$ cat config.mk
export PLATFORM = sky130hd
export DESIGN_NAME = joybus_frame_rx
export DESIGN_NICKNAME = d
export VERILOG_FILES = /design/src/rtl/joybus_frame_rx.sv
export SDC_FILE = /design/constraint.sdc
export NUM_CORES = 1
export LEC_CHECK = 0
export CORE_MARGIN = 4
export CORE_UTILIZATION = 50
export DETAILED_ROUTE_END_ITERATION = 10
export HOLD_SLACK_MARGIN = 0.02
export PLACE_DENSITY = 0.69
export SLEW_MARGIN = 20
export SYNTH_ARGS = -nofsm -noshare
export SYNTH_HDL_FRONTEND = slang
export SYNTH_SLANG_ARGS = --single-unit
$ cat constraint.sdc
create_clock -name clk_in -period 2.9 [get_ports clk_in]
set_clock_uncertainty 0.15 [all_clocks]
set_input_delay 0.87 -clock clk_in [delete_from_list [all_inputs] [get_ports clk_in]]
set_output_delay 0.87 -clock clk_in [all_outputs]
set_load 0.02 [all_outputs]
$ cat src/rtl/joybus_frame_rx.sv
`timescale 1ns/1ps
// ----------------------------------------------------------------------------
// joybus_frame_rx
//
// Receiver for the N64 Joybus single-wire line. Each data bit is a low pulse
// followed by a high pulse. A short low (under two microseconds) is a '1' and
// a long low is a '0'. Bits arrive MSB first, and a short stop pulse closes
// the frame. A good frame is presented on data_out with a one-cycle
// data_valid strobe. A malformed or stalled frame produces a one-cycle
// frame_err strobe and leaves data_out untouched.
//
// Ports
//   clk_in      sole clock
//   rst         synchronous, active-high reset
//   enable      receive enable; low parks the receiver and suppresses strobes
//   din         raw asynchronous Joybus line, idle high
//   data_out    last good frame, MSB = first bit received
//   data_valid  one-cycle pulse, data_out updated this cycle
//   frame_err   one-cycle pulse, frame aborted
//   busy        high while a frame is in progress
// ----------------------------------------------------------------------------
module joybus_frame_rx #(
    parameter int NBITS       = 32,
    parameter int CLKS_PER_US = 4,
    parameter int SYNC_STAGES = 2,
    parameter int TIMEOUT_US  = 8
) (
    input  logic             clk_in,
    input  logic             rst,
    input  logic             enable,
    input  logic             din,
    output logic [NBITS-1:0] data_out,
    output logic             data_valid,
    output logic             frame_err,
    output logic             busy
);

    localparam int TMO = TIMEOUT_US * CLKS_PER_US;
    localparam int CW  = $clog2(TMO + 1);
    localparam int IW  = $clog2(NBITS + 1);

    localparam logic [CW-1:0] THR_C   = CW'(2 * CLKS_PER_US);
    localparam logic [CW-1:0] TMO_C   = CW'(TMO);
    localparam logic [CW-1:0] ONE_C   = CW'(1);
    localparam logic [IW-1:0] NBITS_C = IW'(NBITS);

    localparam logic [1:0] WAIT_HIGH = 2'd0;
    localparam logic [1:0] IDLE      = 2'd1;
    localparam logic [1:0] LOW       = 2'd2;
    localparam logic [1:0] HIGH      = 2'd3;

    logic [SYNC_STAGES-1:0] sync_q;
    logic [SYNC_STAGES-1:0] primed_q;
    logic                   s_prev_q;
    logic [1:0]             state_q, state_d;
    logic [CW-1:0]          phase_cnt_q, phase_cnt_d;
    logic [IW-1:0]          bit_idx_q, bit_idx_d;
    logic [NBITS-1:0]       shift_q, shift_d;
    logic [NBITS-1:0]       data_out_q, data_out_d;
    logic                   data_valid_q, data_valid_d;
    logic                   frame_err_q, frame_err_d;

    logic          s;
    logic          primed;
    logic          fall;
    logic          rise;
    logic [CW-1:0] cnt_inc;

    assign s      = sync_q[SYNC_STAGES-1];
    // The synchroniser flops reset to 1, so s reads high for a few cycles
    // after reset whatever the line is doing. primed marks the point where
    // s carries a genuine sample of din again, so that a line still held
    // low at reset release is not mistaken for idle.
    assign primed = primed_q[SYNC_STAGES-1];
    assign fall   = s_prev_q & ~s;
    assign rise   = ~s_prev_q & s;
    // Saturating increment of the phase counter.
    assign cnt_inc = (phase_cnt_q == TMO_C) ? TMO_C : phase_cnt_q + ONE_C;

    // Frame decoder. An edge reloads the counter with 1 because the edge
    // cycle itself belongs to the new phase. A timeout fires in the cycle
    // where the count would reach TMO, so the error strobe and
    // phase_cnt==TMO become visible together.
    always_comb begin
        state_d      = state_q;
        phase_cnt_d  = phase_cnt_q;
        bit_idx_d    = bit_idx_q;
        shift_d      = shift_q;
        data_out_d   = data_out_q;
        data_valid_d = 1'b0;
        frame_err_d  = 1'b0;
        if (!enable) begin
            state_d = WAIT_HIGH;
        end else begin
            case (state_q)
                WAIT_HIGH: begin
                    if (s && primed) begin
                        state_d = IDLE;
                    end
                end
                IDLE: begin
                    if (fall) begin
                        phase_cnt_d = ONE_C;
                        bit_idx_d   = '0;
                        shift_d     = '0;
                        state_d     = LOW;
                    end
                end
                LOW: begin
                    if (rise) begin
                        if (bit_idx_q < NBITS_C) begin
                            shift_d     = (shift_q << 1) | NBITS'(phase_cnt_q < THR_C);
                            bit_idx_d   = bit_idx_q + IW'(1);
                            phase_cnt_d = ONE_C;
                            state_d     = HIGH;
                        end else if (phase_cnt_q < THR_C) begin
                            data_out_d   = shift_q;
                            data_valid_d = 1'b1;
                            state_d      = IDLE;
                        end else begin
                            frame_err_d = 1'b1;
                            state_d     = IDLE;
                        end
                    end else if (cnt_inc == TMO_C) begin
                        phase_cnt_d = TMO_C;
                        frame_err_d = 1'b1;
                        state_d     = WAIT_HIGH;
                    end else begin
                        phase_cnt_d = cnt_inc;
                    end
                end
                HIGH: begin
                    if (fall) begin
                        phase_cnt_d = ONE_C;
                        state_d     = LOW;
                    end else if (cnt_inc == TMO_C) begin
                        phase_cnt_d = TMO_C;
                        frame_err_d = 1'b1;
                        state_d     = IDLE;
                    end else begin
                        phase_cnt_d = cnt_inc;
                    end
                end
                default: begin
                    state_d = WAIT_HIGH;
                end
            endcase
        end
    end

    // State and synchroniser registers.
    always_ff @(posedge clk_in) begin
        if (rst) begin
            sync_q       <= '1;
            primed_q     <= '0;
            s_prev_q     <= 1'b1;
            state_q      <= WAIT_HIGH;
            phase_cnt_q  <= '0;
            bit_idx_q    <= '0;
            shift_q      <= '0;
            data_out_q   <= '0;
            data_valid_q <= 1'b0;
            frame_err_q  <= 1'b0;
        end else begin
            sync_q       <= {sync_q[SYNC_STAGES-2:0], din};
            primed_q     <= {primed_q[SYNC_STAGES-2:0], 1'b1};
            s_prev_q     <= s;
            state_q      <= state_d;
            phase_cnt_q  <= phase_cnt_d;
            bit_idx_q    <= bit_idx_d;
            shift_q      <= shift_d;
            data_out_q   <= data_out_d;
            data_valid_q <= data_valid_d;
            frame_err_q  <= frame_err_d;
        end
    end

    assign data_out   = data_out_q;
    assign data_valid = data_valid_q;
    assign frame_err  = frame_err_q;
    assign busy       = (state_q == LOW) || (state_q == HIGH);

endmodule

run_1/logic_types.png
The bar under the picture is 20 um long.
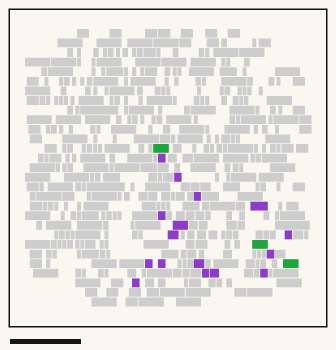
- AND and OR gates: purple (cells 16; most used and3_1)
- adder and majority cells: green (cells 3; most used ha_1)

run_1/flops_by_reg.png
The bar under the picture is 20 um long. Other sequential cells in the stronger grey, the rest of the logic in the fainter grey.
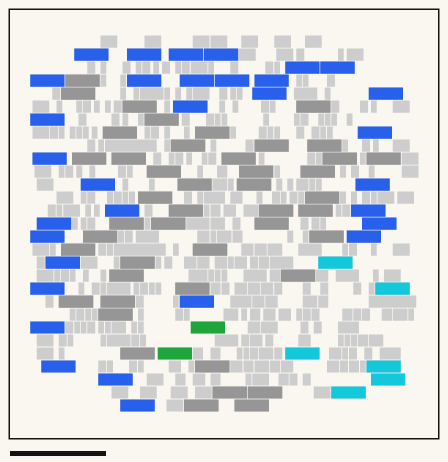
- `sync_q`: green (flops 2)
- `phase_cnt_q`: cyan (flops 6; where south-east)
- `data_out`: blue (flops 32; where spread over the die)
- not coloured: 45

run_1/congestion.png
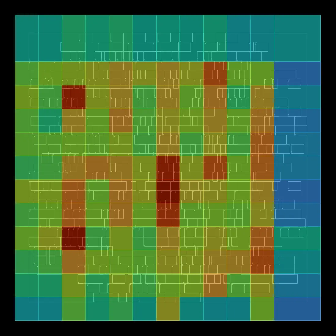
grt met3 use: 0.04927
global routing usage on met1: 0.2230
wire length per cell: 12.19 um
M2 GR Usage: 0.2813
Core Util, Final: 0.6135

==> flow_metrics.env, run 1 <==
# implementation run metrics
export IMPL_grt_pass1_wl_um=11070
export IMPL_drt_wl_total_um=6337
export IMPL_grt_max_degree=34
export IMPL_worstMarginPinSlew_ns=0.6036
export IMPL_place_area_sq_mm=0.003719
export IMPL_synthArstFlopShare=0
export IMPL_drv_cap=0
export IMPL_cts_sinks=85
export IMPL_synth_top_area_share=0.5115
export IMPL_cp_end_kind="output port"
export IMPL_ir_drop_mv=0.4445
export IMPL_syn_to_final_growth_pct=18.43
export IMPL_relSlewSlack=0.5958
export IMPL_finalSetupViolCount=0
export IMPL_rows=29
export IMPL_crit_type="reg -> out"
export IMPL_htreeDepth=3
export IMPL_grt_usage=0.1752
export IMPL_crit_path_max_fanout=9
export IMPL_worstHoldPathCells=1
export IMPL_worstHoldEndpoint="sync_q[1]"
export IMPL_ys_seq_share=0.5115
export IMPL_clock_root_buffer="clkbuf_8"
export IMPL_top_layer="met4"
export IMPL_min_period_ns=2.546
export IMPL_drt_pass1_iter_count=4
export IMPL_critPathLaunchType="flip-flop"
export IMPL_status="completed"
export IMPL_cts_buffers=9
export IMPL_synth_nets=411
export IMPL_wl_met3_um=247
export IMPL_antenna_found_initial=0
export IMPL_routabilityCongestion=0.8642
export IMPL_io_pins=39
export IMPL_cp_arrival_ns=1.53
export IMPL_power_density_mw_per_mm2=540.9
export IMPL_edf_count=0
export IMPL_io_buffer_count=38
export IMPL_yosysUniqueCellTypes=42
export IMPL_synth_main_ff_cell="dfxtp_1"
run 1: worst max path at each step:
stage | startpoint | end | cells past startpoint
after detailed placement | enable | phase_cnt_q[5] | 5
final | state_q[1] | busy | 1
after global routing | state_q[1] | busy | 1
after CTS | state_q[1] | busy | 1
after global placement | enable | phase_cnt_q[5] | 5
after floorplan | enable | phase_cnt_q[5] | 6
run 1: metal layers:
layer | global-route usage | up-vias
li1 | - | 1395
met3 | 0.04927 | 6
met2 | 0.2813 | 49
met1 | 0.2230 | 1238
met5 | 0 | -
met4 | 0.06901 | 0
run 1: through the flow:
stage               power, W  hold slack, ns
finish              0.002131          0.2519
global route        0.002210          0.2638
CTS                 0.002154          0.2579
detailed placement  0.001242          0.2459
global placement    0.001242          0.2472
floorplan           0.001235          0.2395
run 1: registers in the layout, indices dropped and copies added (netlist names):
| name | count |
|---|---|
| data_out | 32 |
| shift_q | 32 |
| bit_idx_q | 6 |
| phase_cnt_q | 6 |
| primed_q | 2 |
| state_q | 2 |
| sync_q | 2 |
| data_valid | 1 |
| frame_err | 1 |
| s_prev_q | 1 |
run 1: area by class of cell:
| type | count | area [sq um] |
|---|---|---|
| Fill cell | 579 | 2482 |
| Inverter | 5 | 18.77 |
| Clock inverter | 7 | 97.59 |
| Tap cell | 77 | 96.34 |
| Multi-Input combinational cell | 286 | 1424 |
| Sequential cell | 85 | 1702 |
| Clock buffer | 9 | 123.9 |
| Timing Repair Buffer | 51 | 478.0 |
run 1: synth_stat cells, types with 3 or more instances:
| cell type | n |
|---|---|
| nand2_1 | 137 |
| dfxtp_1 | 85 |
| a21oi_1 | 74 |
| buf_2 | 11 |
| clkbuf_1 | 11 |
| nor2_1 | 11 |
| nand3_1 | 6 |
| inv_1 | 5 |
| o21ai_0 | 5 |
| and3_1 | 4 |
| buf_6 | 4 |
| nand3b_1 | 4 |
| ha_1 | 3 |
| nand2b_1 | 3 |
| nor2b_1 | 3 |
| nor3b_1 | 3 |
| or2_2 | 3 |
| xor2_1 | 3 |
run 1: power by group through the flow:
stage	sequential, W	combinational (W)	clock, W
global route	0.00117	0.0000458	0.000990
finish	0.00117	0.0000408	0.000917
CTS	0.00117	0.0000415	0.000939
global placement	0.00120	0.0000410	0
detailed placement	0.00120	0.0000415	0
floorplan	0.00120	0.0000357	0
run 1: cell families after synthesis:
| group | Yosys count | share of synthesized area |
|---|---|---|
| AOI/OAI and AO/OA | 87 | 0.1444 |
| xor gates and xnor gates | 5 | 0.01317 |
| adders and majority gates | 3 | 0.01128 |
| buffers and inverters | 33 | 0.06055 |
| DFF | 85 | 0.5115 |
| muxes | 2 | 0.006393 |
| and+or+nand+nor | 189 | 0.2527 |
## Run 2: what changed since run 1
- CTS_CLUSTER_DIAMETER: unset -> 30
- SETUP_SLACK_MARGIN: unset -> 0.15
run_2/congestion.png
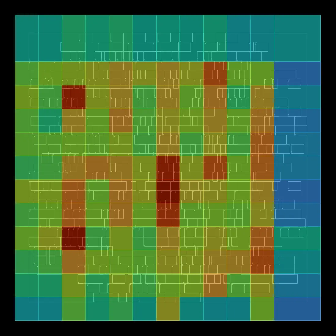
GR peak layer: met2
Total GRT Usage: 0.1752

run_2/logic_types.png
The bar under the picture is 20 um long.
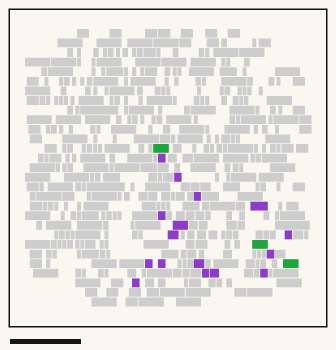
- AND and OR gates: purple (cells 16; most used and3_1)
- adder and majority cells: green (cells 3; most used ha_1)

run_2/wires.png
The bar under the picture is 20 um long.
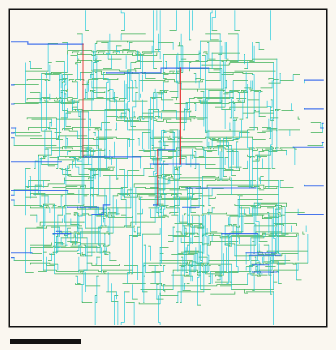
- metal 4: red (wire length 74.8 um)
- metal 2: cyan (wire length 2980 um)
- metal 3: blue (wire length 248 um)
- metal 1: green (wire length 3040 um)

==> run 2 against run 1 <==
  * Die area unchanged
  * Routed wire length unchanged
  * Total power stayed put
  * Sequential share of layout area stayed put
  * Clock power is essentially flat
  * Largest power group unchanged
  * Highest routed layer unchanged
==> flow_metrics.env, run 2 <==
# implementation run metrics
export IMPL_finalSetupViolCount=0
export IMPL_relSlewSlack=0.5958
export IMPL_pwr_share_clk=0.430
export IMPL_drt_pass1_iter_count=4
export IMPL_cts_sinks=85
export IMPL_io_pins=39
export IMPL_synth_top_area_share=0.5115
export IMPL_cp_arrival_ns=1.53
export IMPL_synth_cells_most_frequent="137 x nand2_1, 85 x dfxtp_1, 74 x a21oi_1"
export IMPL_clock_root_buffer="clkbuf_8"
export IMPL_yosysUniqueCellTypes=42
export IMPL_min_period_ns=2.546
export IMPL_crit_type="reg -> out"
export IMPL_htreeDepth=3
export IMPL_cp_end_kind="output port"
export IMPL_worstMarginPinSlew_ns=0.6036
export IMPL_ys_seq_share=0.5115
export IMPL_synthArstFlopShare=0
export IMPL_drt_wl_total_um=6337
export IMPL_ir_drop_mv=0.4445
export IMPL_antenna_found_initial=0
export IMPL_yosysMostFrequentCell="nand2_1"
export IMPL_power_density_mw_per_mm2=540.9
export IMPL_initCoreUtil=0.5180
export IMPL_io_buffer_count=38
export IMPL_synth_nets=411
export IMPL_wl_per_cell_um=12.19
export IMPL_syn_to_final_growth_pct=18.43
export IMPL_rows=29
export IMPL_rsz0062_at_grt="no"
export IMPL_status="completed"
export IMPL_crit_path_max_fanout=9
export IMPL_drv_cap=0
export IMPL_synth_main_ff_cell="dfxtp_1"
export IMPL_grt_max_degree=34
export IMPL_cts_buffers=9
export IMPL_critPathLaunchType="flip-flop"
export IMPL_worstSetupStartpoint="state_q[1]"
export IMPL_diodes=0
export IMPL_setup_tns_final_ns=0
export IMPL_utilization=0.6135
-- run 2: logic make-up after synthesis --
group / Yosys count / share of synthesized area
adder cells (fa/ha/maj): 3 / 0.01128
multiplexers: 2 / 0.006393
flip-flops: 85 / 0.5115
buffers and inverters: 33 / 0.06055
AND/OR/NAND/NOR: 189 / 0.2527
XOR/XNOR: 5 / 0.01317
AND-OR/OR-AND: 87 / 0.1444
-- run 2: routing by layer --
layer | up-vias | global-route usage | part of all wire
met2 | 49 | 0.2813 | 0.47
met3 | 6 | 0.04927 | 0.039
met5 | - | 0 | 0
met4 | 0 | 0.06901 | 0.012
met1 | 1238 | 0.2230 | 0.48
li1 | 1395 | - | -
-- run 2: power by group through the flow --
| stage | Sequential, W | Clock, W | Combinational, W |
|---|---|---|---|
| 2_1_floorplan | 0.00120 | 0 | 0.0000357 |
| 3_3_place_gp | 0.00120 | 0 | 0.0000410 |
| 3_5_place_dp | 0.00120 | 0 | 0.0000415 |
| 4_1_cts | 0.00117 | 0.000939 | 0.0000415 |
| 5_1_grt | 0.00117 | 0.000990 | 0.0000458 |
| 6_report | 0.00117 | 0.000917 | 0.0000408 |
-- run 2: cell type report --
class                      instances  area (sq um)
clock buffer                       9         123.9
clock inverter                     7         97.59
fill                             579          2482
inverter                           5         18.77
multi-input combinational        286          1424
sequential                        85          1702
tap                               77         96.34
timing repair buffer              51         478.0
-- run 2: final timing paths --
kind,endpoint,slack (ns),depth (start not counted)
setup / recovery,busy,0.35,1
hold / removal,sync_q[1],0.25,1
setup reg to reg,state_q[1],0.91,6
hold reg to reg,sync_q[1],0.25,1
-- run 2: stage by stage --
| stage | worst slack, ns | instance area (sq um) | power (W) | std cells | hold slack (ns) |
|---|---|---|---|---|---|
| after CTS | 0.3263 | 3940 | 0.002154 | 520 | 0.2579 |
| after detailed placement | 0.3373 | 3719 | 0.001242 | 504 | 0.2459 |
| after global placement | 0.3518 | 3719 | 0.001242 | 504 | 0.2472 |
| final | 0.3539 | 3940 | 0.002131 | 520 | 0.2519 |
| after global routing | 0.2772 | 3940 | 0.002210 | 520 | 0.2638 |
| after floorplan | 0.5664 | 3327 | 0.001235 | 404 | 0.2395 |
## Run 3: what changed since run 2
- SLEW_MARGIN: 20 -> 30
run_3/detail.png
The bar under the picture is 5 um long. Window x 35 to 55, y 53 to 73 um. Cells in grey, sequential cells in the stronger grey; small squares are vias.
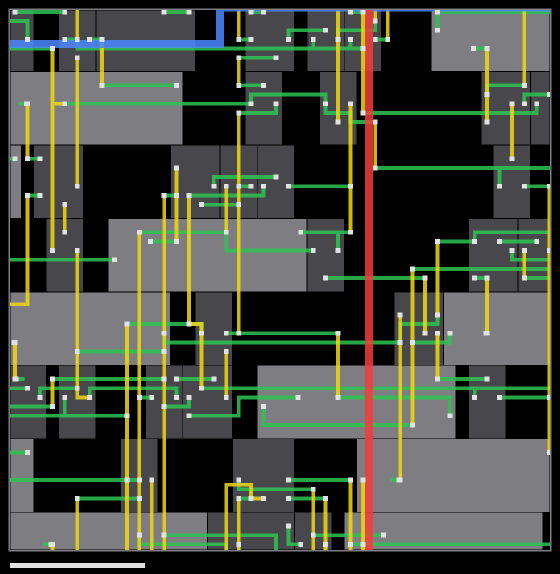
- metal 1: green
- metal 2: yellow
- metal 3: blue
- metal 4: red
- netlist names of flops here include: `shift_q` (5), `bit_idx_q` (2), `data_out` (2)
- sequential cells in the window: 9
- most frequent: nand2_1 (18), dfxtp_1 (9), a21oi_1 (8)
- cells with their middle in the window: 39

run_3/wires.png
The bar under the picture is 20 um long.
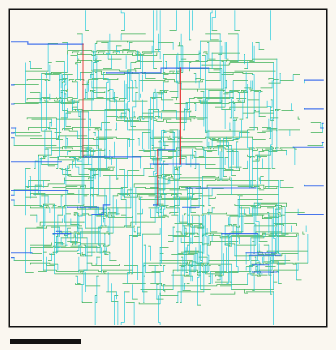
Post-Route WL: 6337 um
DR vias: 2688

==> run 3 against run 2 <==
  * Register-to-register slack barely moved
  * Setup slack did not move
  * Total power did not move
  * Die area stayed put
  * First-iteration DRC count unchanged
  * Sequential share of layout area unchanged
  * Sequential power about the same
  * Worst hold slack unchanged
  * Synthesized cell count unchanged
  * Critical path type unchanged
  * Critical endpoint unchanged
  * Highest routed layer unchanged
==> flow_metrics.env, run 3 <==
# implementation run metrics
export IMPL_pwr_share_clk=0.430
export IMPL_grt_max_degree=34
export IMPL_initCoreUtil=0.5180
export IMPL_finalSetupViolCount=0
export IMPL_status="completed"
export IMPL_htreeDepth=3
export IMPL_yosysUniqueCellTypes=42
export IMPL_fillerInstances=579
export IMPL_io_buffer_count=38
export IMPL_pre_cts_ws_ns=0.3373
export IMPL_cp_end_kind="output port"
export IMPL_design_area_sq_mm=0.003940
export IMPL_crit_type="reg -> out"
export IMPL_worstHoldEndpoint="sync_q[1]"
export IMPL_setup_tns_final_ns=0
export IMPL_seq_area_sq_mm=0.001702
export IMPL_ys_seq_share=0.5115
export IMPL_synth_top_area_share=0.5115
export IMPL_crit_path_max_fanout=9
export IMPL_reg2reg_slack_ns=0.91
export IMPL_syn_to_final_growth_pct=18.43
export IMPL_synth_cells_most_frequent="137 x nand2_1, 85 x dfxtp_1, 74 x a21oi_1"
export IMPL_worstMarginPinSlew_ns=0.6036
export IMPL_cp_depth=1
export IMPL_rsz0062_at_grt="no"
export IMPL_worst_slack_ns=0.3539
export IMPL_cts_sinks=85
export IMPL_drt_pass1_iter_count=4
export IMPL_synth_nets=411
export IMPL_cp_arrival_ns=1.53
export IMPL_min_period_ns=2.546
export IMPL_relSlewSlack=0.5958
export IMPL_diodes=0
export IMPL_dp_cells=504
export IMPL_critPathLaunchType="flip-flop"
export IMPL_io_pins=39
export IMPL_ir_drop_mv=0.4445
export IMPL_multiInputGateArea_sq_mm=0.001424
export IMPL_clock_root_buffer="clkbuf_8"
run_3/congestion.png
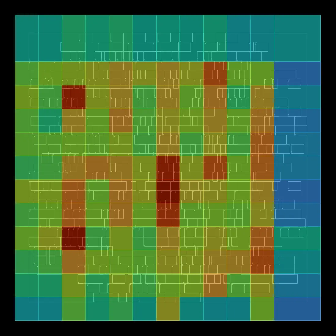

run 3: cell counts after synthesis:
No cell type changed its count.
run 3: kinds of logic (layout without fill, tap and decap cells):
| group | count (synthesis) | count (layout) | share of synthesized area |
|---|---|---|---|
| adders and majority gates | 3 | 3 | 0.01128 |
| AOI/OAI and AO/OA | 87 | 87 | 0.1444 |
| muxes | 2 | 2 | 0.006393 |
| buffers and inverters | 33 | 72 | 0.06055 |
| DFF | 85 | 85 | 0.5115 |
| xor gates and xnor gates | 5 | 5 | 0.01317 |
| and+or+nand+nor | 189 | 189 | 0.2527 |
run 3: power groups by stage:
stage               registers, W  clock network [W]   logic, W
CTS                      0.00117           0.000939  0.0000415
global placement         0.00120                  0  0.0000410
floorplan                0.00120                  0  0.0000357
global route             0.00117           0.000990  0.0000458
detailed placement       0.00120                  0  0.0000415
finish                   0.00117           0.000917  0.0000408
run 3: area by class of cell:
class                           instances  area share
Timing Repair Buffer                   51      0.1213
Inverter                                5    0.004763
Multi-Input combinational cell        286      0.3614
Clock inverter                          7     0.02477
Sequential cell                        85      0.4319
Tap cell                               77     0.02445
Clock buffer                            9     0.03144
run 3: worst max path at each step:
stage                           from        endpoint  slack (ns)
after floorplan               enable  phase_cnt_q[5]        0.57
after global placement        enable  phase_cnt_q[5]        0.35
after detailed placement      enable  phase_cnt_q[5]        0.34
after CTS                 state_q[1]            busy        0.33
after global routing      state_q[1]            busy        0.28
final                     state_q[1]            busy        0.35
run 3: per-layer routing:
layer  share of wire  vias up  track usage
li1                -     1395            -
met1            0.48     1238       0.2230
met2            0.47       49       0.2813
met3           0.039        6      0.04927
met4           0.012        0      0.06901
met5               0        -            0
run 3: per-stage QoR:
step	hold slack (ns)	utilization
after floorplan	0.2395	-
after global placement	0.2472	0.5790
after detailed placement	0.2459	0.5790
after CTS	0.2579	0.6135
after global routing	0.2638	0.6135
final	0.2519	0.6135
No activity file was given, so power comes from the tool's default toggle rates.
